**config.mk**
```make
export PLATFORM = sky130hd
export DESIGN_NAME = reg_wb_arbiter_flat
export DESIGN_NICKNAME = d
export VERILOG_FILES = /design/src/rtl/reg_wb_pkg.sv /design/src/rtl/reg_wb_arbiter_if.sv /design/src/rtl/rr_arb2.sv /design/src/rtl/reg_wb_arbiter.sv /design/src/flat_wrapper.sv
export SDC_FILE = /design/constraint.sdc
export NUM_CORES = 1
export LEC_CHECK = 0
export CORE_MARGIN = 1
export CORE_UTILIZATION = 50
export DETAILED_ROUTE_END_ITERATION = 7
export GPL_ROUTABILITY_DRIVEN = 1
export PLACE_DENSITY = 0.92
export SETUP_SLACK_MARGIN = 0.15
export SLEW_MARGIN = 15
export SYNTH_ARGS = -nofsm -noshare
export SYNTH_HDL_FRONTEND = slang
export SYNTH_HIERARCHICAL = 1
export SYNTH_SLANG_ARGS = --single-unit
export TNS_END_PERCENT = 10
```
**constraint.sdc**
```tcl
create_clock -name clk -period 5.6 [get_ports clk]
set_input_delay 1.12 -clock clk [delete_from_list [all_inputs] [get_ports clk]]
set_output_delay 1.12 -clock clk [all_outputs]
set_load 0.05 [all_outputs]
```
**src/rtl/reg_wb_pkg.sv**
```systemverilog
// Shared widths, writeback request type and requester identifiers for the
// register-file writeback arbiter.
package reg_wb_pkg;

  localparam int DATA_W   = 32;
  localparam int ADDR_W   = 4;
  localparam int NUM_REGS = 16;
  localparam int CNT_W    = 2;

  typedef struct packed {
    logic [ADDR_W-1:0] addr;
    logic [DATA_W-1:0] data;
  } wb_req_t;

  typedef enum logic {
    REQ_ALU  = 1'b0,
    REQ_LOAD = 1'b1
  } req_id_e;

endpackage

```
**src/rtl/reg_wb_arbiter_if.sv**
```systemverilog
// Bus bundle between the execute/memory stages and the writeback arbiter:
// two writeback requesters, issue tracking, hazard checks and the write port.
interface reg_wb_arbiter_if #(
  parameter int DATA_W = reg_wb_pkg::DATA_W,
  parameter int ADDR_W = reg_wb_pkg::ADDR_W
);
  logic              req0_valid;
  logic [ADDR_W-1:0] req0_addr;
  logic [DATA_W-1:0] req0_data;
  logic              req0_ready;
  logic              req1_valid;
  logic [ADDR_W-1:0] req1_addr;
  logic [DATA_W-1:0] req1_data;
  logic              req1_ready;
  logic              issue_valid;
  logic [ADDR_W-1:0] issue_dest;
  logic              issue_ready;
  logic [ADDR_W-1:0] chk_addr1;
  logic [ADDR_W-1:0] chk_addr2;
  logic              busy1;
  logic              busy2;
  logic              wb_en;
  logic [ADDR_W-1:0] wb_addr;
  logic [DATA_W-1:0] wb_data;

  modport master (
    output req0_valid, req0_addr, req0_data,
    input  req0_ready,
    output req1_valid, req1_addr, req1_data,
    input  req1_ready,
    output issue_valid, issue_dest,
    input  issue_ready,
    output chk_addr1, chk_addr2,
    input  busy1, busy2,
    input  wb_en, wb_addr, wb_data
  );

  modport slave (
    input  req0_valid, req0_addr, req0_data,
    output req0_ready,
    input  req1_valid, req1_addr, req1_data,
    output req1_ready,
    input  issue_valid, issue_dest,
    output issue_ready,
    input  chk_addr1, chk_addr2,
    output busy1, busy2,
    output wb_en, wb_addr, wb_data
  );

endinterface

```
**src/rtl/rr_arb2.sv**
```systemverilog
// Two-way round-robin arbiter; the pointer remembers the last winner.
//  state    | meaning
//  REQ_ALU  | req0 won last; req1 wins a tie
//  REQ_LOAD | req1 won last (or reset); req0 wins a tie
module rr_arb2
  import reg_wb_pkg::*;
(
  input  logic clk,
  input  logic rst,
  input  logic valid0,
  input  logic valid1,
  output logic grant0,
  output logic grant1
);

  req_id_e last_q, last_d;

  always_ff @(posedge clk) begin
    if (rst) last_q <= REQ_LOAD;
    else     last_q <= last_d;
  end

  always_comb begin
    grant0 = 1'b0;
    grant1 = 1'b0;
    last_d = last_q;
    if (valid0 && valid1) begin
      if (last_q == REQ_ALU) grant1 = 1'b1;
      else                   grant0 = 1'b1;
    end else if (valid0) begin
      grant0 = 1'b1;
    end else if (valid1) begin
      grant1 = 1'b1;
    end
    if (grant0)      last_d = REQ_ALU;
    else if (grant1) last_d = REQ_LOAD;
  end

endmodule

```
**src/rtl/reg_wb_arbiter.sv**
```systemverilog
// Shares the register file write port between ALU and load writeback and
// tracks pending writes per register for read-after-write hazard checks.
module reg_wb_arbiter
  import reg_wb_pkg::*;
#(
  parameter int DATA_W   = reg_wb_pkg::DATA_W,
  parameter int ADDR_W   = reg_wb_pkg::ADDR_W,
  parameter int NUM_REGS = reg_wb_pkg::NUM_REGS,
  parameter int CNT_W    = reg_wb_pkg::CNT_W
) (
  input logic              clk,
  input logic              rst,
  reg_wb_arbiter_if.slave  bus
);

  logic              grant0, grant1;
  logic [ADDR_W-1:0] win_addr;
  logic [DATA_W-1:0] win_data;

  rr_arb2 u_arb (
    .clk    (clk),
    .rst    (rst),
    .valid0 (bus.req0_valid),
    .valid1 (bus.req1_valid),
    .grant0 (grant0),
    .grant1 (grant1)
  );

  assign bus.req0_ready = grant0;
  assign bus.req1_ready = grant1;

  always_comb begin
    win_addr = bus.req0_addr;
    win_data = bus.req0_data;
    if (grant1) begin
      win_addr = bus.req1_addr;
      win_data = bus.req1_data;
    end
  end

  // Address/data hold when nothing is granted so the port stays quiet.
  always_ff @(posedge clk) begin
    if (rst) begin
      bus.wb_en   <= 1'b0;
      bus.wb_addr <= '0;
      bus.wb_data <= '0;
    end else begin
      bus.wb_en <= grant0 | grant1;
      if (grant0 | grant1) begin
        bus.wb_addr <= win_addr;
        bus.wb_data <= win_data;
      end
    end
  end

  logic [NUM_REGS-1:0][CNT_W-1:0] cnt;
  logic [NUM_REGS-1:0]            cnt_up, cnt_dn;
  logic                           issue_fire;

  assign bus.issue_ready = (cnt[bus.issue_dest] != {CNT_W{1'b1}});
  assign issue_fire      = bus.issue_valid && bus.issue_ready;
  assign bus.busy1       = (cnt[bus.chk_addr1] != '0);
  assign bus.busy2       = (cnt[bus.chk_addr2] != '0);

  // A commit to an idle register is a write with no issue; it must not wrap.
  always_comb begin
    cnt_up = '0;
    cnt_dn = '0;
    for (int r = 0; r < NUM_REGS; r++) begin
      cnt_up[r] = issue_fire && (bus.issue_dest == ADDR_W'(r));
      cnt_dn[r] = bus.wb_en && (bus.wb_addr == ADDR_W'(r)) && (cnt[r] != '0);
    end
  end

  always_ff @(posedge clk) begin
    if (rst) begin
      cnt <= '0;
    end else begin
      for (int r = 0; r < NUM_REGS; r++) begin
        if (cnt_up[r] && !cnt_dn[r])      cnt[r] <= cnt[r] + CNT_W'(1);
        else if (cnt_dn[r] && !cnt_up[r]) cnt[r] <= cnt[r] - CNT_W'(1);
      end
    end
  end

endmodule

```
**src/flat_wrapper.sv**
```systemverilog
// flat-port wrapper written by rule: the top's interface ports become plain ports
module reg_wb_arbiter_flat import reg_wb_pkg::*;
#(
  parameter int DATA_W   = reg_wb_pkg::DATA_W,
  parameter int ADDR_W   = reg_wb_pkg::ADDR_W,
  parameter int NUM_REGS = reg_wb_pkg::NUM_REGS,
  parameter int CNT_W    = reg_wb_pkg::CNT_W
)
  (clk, rst, bus_req0_valid, bus_req0_addr, bus_req0_data, bus_req0_ready, bus_req1_valid, bus_req1_addr, bus_req1_data, bus_req1_ready, bus_issue_valid, bus_issue_dest, bus_issue_ready, bus_chk_addr1, bus_chk_addr2, bus_busy1, bus_busy2, bus_wb_en, bus_wb_addr, bus_wb_data);
  reg_wb_arbiter_if #(.DATA_W(DATA_W), .ADDR_W(ADDR_W)) bus_i ();
  input logic clk;
  input logic rst;
  input wire logic [$bits(bus_i.req0_valid)-1:0] bus_req0_valid;
  input wire logic [$bits(bus_i.req0_addr)-1:0] bus_req0_addr;
  input wire logic [$bits(bus_i.req0_data)-1:0] bus_req0_data;
  output wire logic [$bits(bus_i.req0_ready)-1:0] bus_req0_ready;
  input wire logic [$bits(bus_i.req1_valid)-1:0] bus_req1_valid;
  input wire logic [$bits(bus_i.req1_addr)-1:0] bus_req1_addr;
  input wire logic [$bits(bus_i.req1_data)-1:0] bus_req1_data;
  output wire logic [$bits(bus_i.req1_ready)-1:0] bus_req1_ready;
  input wire logic [$bits(bus_i.issue_valid)-1:0] bus_issue_valid;
  input wire logic [$bits(bus_i.issue_dest)-1:0] bus_issue_dest;
  output wire logic [$bits(bus_i.issue_ready)-1:0] bus_issue_ready;
  input wire logic [$bits(bus_i.chk_addr1)-1:0] bus_chk_addr1;
  input wire logic [$bits(bus_i.chk_addr2)-1:0] bus_chk_addr2;
  output wire logic [$bits(bus_i.busy1)-1:0] bus_busy1;
  output wire logic [$bits(bus_i.busy2)-1:0] bus_busy2;
  output wire logic [$bits(bus_i.wb_en)-1:0] bus_wb_en;
  output wire logic [$bits(bus_i.wb_addr)-1:0] bus_wb_addr;
  output wire logic [$bits(bus_i.wb_data)-1:0] bus_wb_data;
  assign bus_i.req0_valid = bus_req0_valid;
  assign bus_i.req0_addr = bus_req0_addr;
  assign bus_i.req0_data = bus_req0_data;
  assign bus_req0_ready = bus_i.req0_ready;
  assign bus_i.req1_valid = bus_req1_valid;
  assign bus_i.req1_addr = bus_req1_addr;
  assign bus_i.req1_data = bus_req1_data;
  assign bus_req1_ready = bus_i.req1_ready;
  assign bus_i.issue_valid = bus_issue_valid;
  assign bus_i.issue_dest = bus_issue_dest;
  assign bus_issue_ready = bus_i.issue_ready;
  assign bus_i.chk_addr1 = bus_chk_addr1;
  assign bus_i.chk_addr2 = bus_chk_addr2;
  assign bus_busy1 = bus_i.busy1;
  assign bus_busy2 = bus_i.busy2;
  assign bus_wb_en = bus_i.wb_en;
  assign bus_wb_addr = bus_i.wb_addr;
  assign bus_wb_data = bus_i.wb_data;
  reg_wb_arbiter #(.DATA_W(DATA_W), .ADDR_W(ADDR_W), .NUM_REGS(NUM_REGS), .CNT_W(CNT_W)) u_core (.clk(clk), .rst(rst), .bus(bus_i));
endmodule
```
Figure 1. Cell area per tile (run 1).
Drawn at 3 px/um. 9 x 9 tiles, from black (low) to pale yellow (high), 0 to 100% covered.
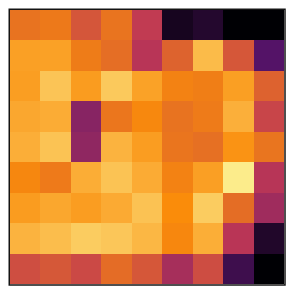
fullest tile = 96%
nearly empty tiles = 3.7%
mean over tiles = 65%
tiles over 75% full = 43%
floorplan core density: 51.70%
core area: 7727 sq um

Figure 2. Zoomed window (run 1).
Window x 33 to 58, y 33 to 58 um. Cells in gray, sequential cells in the stronger gray; small squares are vias.
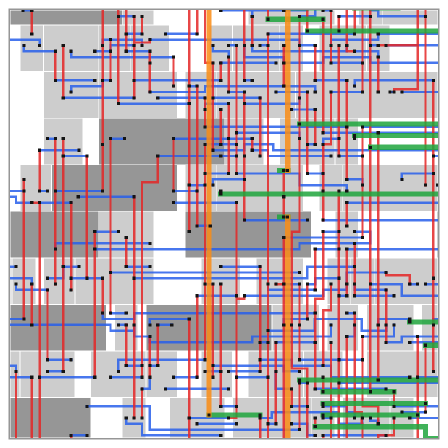
red -> M2
orange -> M4
blue -> M1
green -> M3
netlist names of flops here include = u_core/cnt (6), u_core/bus.wb_addr (1)
cells with their middle in the window = 56
most frequent = nor2_1 (14), xor2_1 (8), dfxtp_1 (7)
sequential cells in the window = 7

Figure 3. Clock network drawn from the DEF (run 1).
Drawn at 6 px/um.
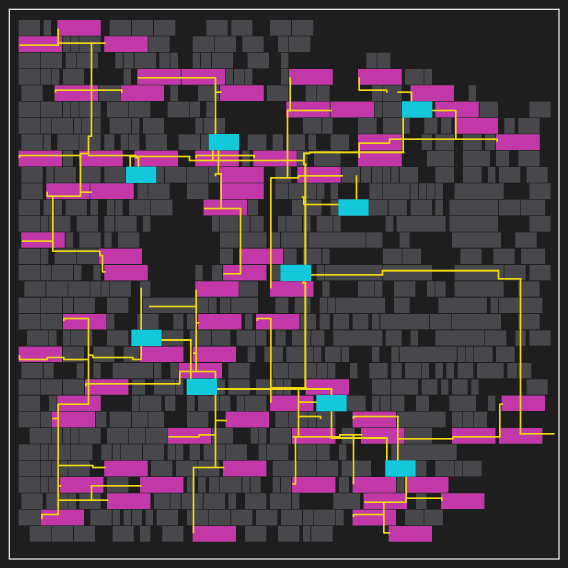
magenta -> flip-flops  # count 70
cyan -> clock-net drivers  # count 9
yellow -> clock wires  # length 889 um
flops lie = spread over the die
routed clock nets = 10

Figure 4. The clock network (run 1).
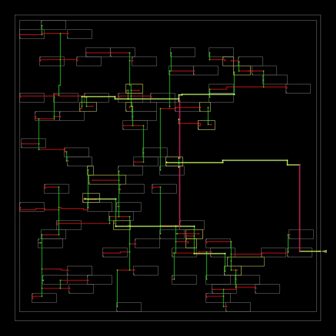
Seq Cell Count: 70
skew final: 0.009743 ns

==> flow_metrics.py, run 1 <==
# Metrics from the implementation run
metrics = {
    "status": {
        "outcome": "finished, final reports clean",
    },
    "logic_synthesis": {
        "area_leaders": "dfxtp_1, nor2_1, mux2i_1",
        "syn_area_per_cell_sq_um": 8.918,
        "simple_gate_area_share_pct": 20.26,
        "synth.largest_area_cell": "dfxtp_1",
        "synthCells": 448,
        "syn_area_sq_um": 3995,
        "synth-xor-area-share_pct": 7.015,
        "ys_ff": 70,
        "adder_share_pct": 5.011,
        "edf_count": 0,
        "topCombFamilyByArea": "multiplexers",
        "synth-async-reset-ratio_pct": 0,
    },
    "cts": {
        "cts_resized": 0,
        "clock_latency_ns": 0.35,
        "numCtsBuffers": 9,
        "clock_path_buffers": 2,
        "tritoncts": "built",
        "post-cts-setup-buffers": 0,
        "htreeDepth": 3,
        "cts_root_buffer": "clkbuf_8",
    },
    "placement": {
        "dp_hpwl_um": 8235,
        "place_inst": 662,
        "postPlaceCellArea_sq_um": 5366,
    },
    "worst_setup_path": {
        "rr_endpoint": "u_core/cnt[9]$_SDFFE_PP0P_",
        "regToRegSetupSlack_ns": 3.29,
        "crit_type": "input pin to primary output",
        "required_ns": 4.48,
        "rr_startpoint": "u_core/bus.wb_en$_SDFF_PP0_",
        "cp-start-kind": "input pin",
        "endpoint": "bus_issue_ready",
        "end_kind": "primary output",
        "critPathLaunch": "bus_issue_dest[0]",
        "reg2regPathDepth": 5,
    },
    "timing": {
        "fmax_mhz": 195.9,
        "final-setup-viol-count": 0,
        "fin_crit_ns": 5.105,
        "worstMarginPinSlew_ns": 0.8634,
        "maxSlewHeadroom_pct": 42.32,
        "finalSetupTns_ns": 0,
    },
    "power_and_ir_drop": {
        "peakVddDrop_uv": 197.1,
        "power_density_nw_per_um2": 240.2,
    },
    "route": {
        "totalWireLength_um": 11240,
        "met1_length_um": 4292,
        "drt_iter0_drc": 195,
        "wl_met2_um": 5590,
        "drc_errors": 0,
        "wl_per_cell_um": 16.58,
        "via_count": 3857,
        "drt_pass1_iterations": 5,
        "viasPerCell": 5.689,
    },
    "worst_hold_path": {
        "hp-start": "u_core/cnt[29]$_SDFFE_PP0P_",
        "hold_end": "u_core/cnt[29]$_SDFFE_PP0P_",
        "min_path_cells": 2,
    },
    "floorplanning": {
        "fp-row-count": 32,
        "io_pins": 131,
        "die_w_um": 91.39,
        "tapCellCount": 102,
        "die_h_um": 91.39,
    },
    "final_layout": {
        "final_cell_mix": "clkdlybuf4s50_1, nor2_1, dfxtp_1, a21oi_1, mux2i_1",
        "signal_buffers": 134,
        "num-multi-input-gates": 355,
        "antenna_cells": 0,
        "mostFrequentLayoutCell": "clkdlybuf4s50_1",
        "comb_share_pct": 44.88,
        "regArea_sq_um": 1401,
        "fin_area_sq_um": 5587,
        "finish.utilization_pct": 72.30,
        "nonClkBufAreaFrac_pct": 23.74,
        "seq_share_pct": 25.08,
        "nets": 676,
        "reg_top3": "u_core/bus.wb_data x32, u_core/cnt x32, u_core/bus.wb_addr x4",
        "largestClassByArea": "logic gates",
        "inv_count": 1,
        "drive_above_1_share_pct": 7.292,
        "fillCellCount": 573,
    },
    "grt": {
        "track_usage_pct": 27.92,
        "use_met1_pct": 31.37,
        "grt_use_met2_pct": 49.12,
        "grt_pass1_wl_um": 18450,
        "grt_use_met3_pct": 9.296,
        "overflow": 0,
        "antenna_found_initial": 0,
    },
    "run": {
        "warnings": 26,
    },
}
==> run 1: where the power goes <==
part	internal (uW)	leakage [uW]	switching, uW
clock	252	0.000114	201
combinational	154	0.00157	187
sequential	525	0.000573	23.6
total	931	0.00226	411
==> run 1: Yosys cell counts (4+ instances only) <==
cell	n
mux2i_1	40
xor2_1	32
clkbuf_1	16
o21ai_0	16
nor2_1	124
or3_1	16
dfxtp_1	70
nand4b_1	4
nand3b_1	16
ha_1	16
mux4_2	15
buf_2	4
a21oi_1	52
nand2_1	6
==> run 1: worst max-delay path: stages <==
cell	delay (ns)
clkdlybuf4s50_1	0.69
buf_4	0.24
mux4_2	0.53
mux4_1	0.52
nand2_1	0.09
clkdlybuf4s50_1	0.79
==> run 2: changes to the inputs <==
Settings changed: CAP_MARGIN from default to 5, CTS_CLUSTER_DIAMETER from default to 100.
Figure 5. Clock network drawn from the DEF (run 2).
Drawn at 6 px/um.
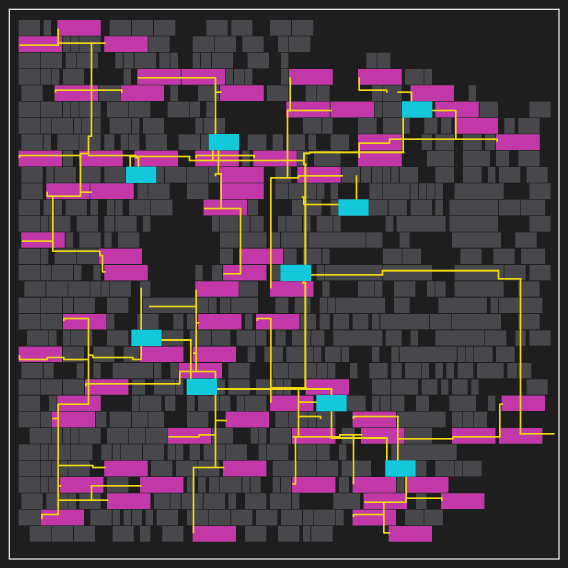
cyan -> clock-net drivers  # count 9
yellow -> clock wires  # length 889 um
magenta -> flip-flops  # count 70
flops lie = spread over the die
routed clock nets = 10
Clock power frac: 33.8%
Clk power: 453 uW
Latency at later pin: 0.35 ns

Figure 6. The clock network (run 2).
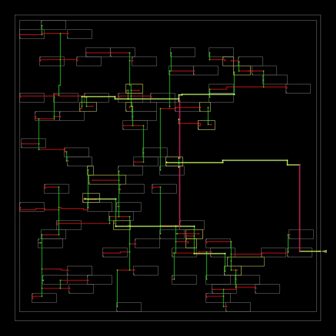
Num CTS Buffers: 9
clock buffers: 9
TritonCTS Sinks: 70

==> flow_metrics.py, run 2 <==
# Metrics from the implementation run
metrics = {
    "placement": {
        "place_inst": 662,
        "postPlaceCellArea_sq_um": 5366,
        "dp_hpwl_um": 8235,
    },
    "worst_setup_path": {
        "path_common_cell": "clkdlybuf4s50_1",
        "worstPathCellList": "clkdlybuf4s50_1, buf_4, mux4_2, mux4_1, nand2_1, clkdlybuf4s50_1",
        "slowest_stage": "clkdlybuf4s50_1",
        "critPathLaunch": "bus_issue_dest[0]",
        "rr_endpoint": "u_core/cnt[9]$_SDFFE_PP0P_",
        "end_kind": "primary output",
        "reg2regPathDepth": 5,
        "cpPeakStageDelay_ns": 0.79,
        "rr_startpoint": "u_core/bus.wb_en$_SDFF_PP0_",
        "endpoint": "bus_issue_ready",
        "crit_cells": 6,
        "crit_type": "input pin to primary output",
        "cp-start-kind": "input pin",
        "path_buffers": 3,
        "required_ns": 4.48,
        "regToRegSetupSlack_ns": 3.29,
    },
    "worst_hold_path": {
        "min_path_cells": 2,
        "hold_end": "u_core/cnt[29]$_SDFFE_PP0P_",
    },
    "timing": {
        "fmax_mhz": 195.9,
        "finalSetupTns_ns": 0,
        "fin_crit_ns": 5.105,
        "finClkSkew_ns": 0.009743,
        "worstMarginPinSlew_ns": 0.8634,
        "maxSlewHeadroom_pct": 42.32,
        "final-setup-viol-count": 0,
    },
    "floorplanning": {
        "fp_util_pct": 51.70,
        "fp-row-count": 32,
        "tapCellCount": 102,
        "die_h_um": 91.39,
        "core_sq_um": 7727,
    },
    "logic_synthesis": {
        "syn_area_per_cell_sq_um": 8.918,
        "synthCells": 448,
        "area_leaders": "dfxtp_1, nor2_1, mux2i_1",
        "edf_count": 0,
        "yosysMostFrequentCell": "nor2_1",
        "syn_area_sq_um": 3995,
        "synth.largest_area_cell": "dfxtp_1",
        "top_cells_by_count": "nor2_1, dfxtp_1, a21oi_1",
        "ys_ff": 70,
    },
    "power_and_ir_drop": {
        "peakVddDrop_uv": 197.1,
        "intPower_uw": 930.7,
        "p_comb_uw": 340,
        "power_switching_uw": 411.2,
        "seqPwrFrac_pct": 40.9,
        "top_power_group": "sequential cells",
        "comb_power_share_pct": 25.3,
        "seq_power_uw": 549,
        "swShare_pct": 30.64,
    },
    "route": {
        "viasPerCell": 5.689,
        "totalWireLength_um": 11240,
        "drc_errors": 0,
        "drt_iter0_drc": 195,
        "wl_per_cell_um": 16.58,
    },
    "final_layout": {
        "final_cell_mix": "clkdlybuf4s50_1, nor2_1, dfxtp_1, a21oi_1, mux2i_1",
        "fin_area_sq_um": 5587,
        "finish.utilization_pct": 72.30,
        "drive_above_1_share_pct": 7.292,
        "seq_share_pct": 25.08,
        "antenna_cells": 0,
        "inv_count": 1,
        "ff_count": 70,
        "fillCellCount": 573,
        "comb_share_pct": 44.88,
        "reg_top3": "u_core/bus.wb_data x32, u_core/cnt x32, u_core/bus.wb_addr x4",
        "num-multi-input-gates": 355,
        "mostFrequentLayoutCell": "clkdlybuf4s50_1",
        "regArea_sq_um": 1401,
        "signal_buffers": 134,
        "largestClassByArea": "logic gates",
        "nets": 676,
        "nonClkBufAreaFrac_pct": 23.74,
    },
    "cts": {
        "cts_resized": 0,
        "cts_root_buffer": "clkbuf_8",
        "tritoncts": "built",
        "clock_path_buffers": 2,
        "post-cts-setup-buffers": 0,
        "htreeDepth": 3,
    },
    "status": {
        "outcome": "finished, final reports clean",
    },
    "grt": {
        "track_usage_pct": 27.92,
        "antenna_found_initial": 0,
        "overflow": 0,
    },
}
[run 2: cell counts in the layout (fill, tap and decap cells not counted)]
Identical to the previous run, type by type.
[run 2: logic make-up (layout without fill, tap and decap cells)]
group	count (synthesis)	count (layout)	synth area share [%]
AND-OR/OR-AND	71	71	9.145
XOR/XNOR	32	32	7.015
adder cells (fa/ha/maj)	16	16	5.011
buffers and inverters	23	151	2.474
flip-flops	70	70	35.08
multiplexers	60	60	21.01
AND/OR/NAND/NOR	176	176	20.26
[run 2: layer usage]
layer | track usage [%] | share of wire (%) | wire length (um) | vias to the layer above
li1 | - | - | - | 1821
met1 | 31.37 | 38 | 4292 | 1816
met3 | 9.296 | 10 | 1128 | 23
met4 | 9.656 | 2.1 | 231 | 0
met2 | 49.12 | 50 | 5590 | 197
met5 | 0 | 0 | 0 | -
No activity file was given, so power comes from the tool's default toggle rates.
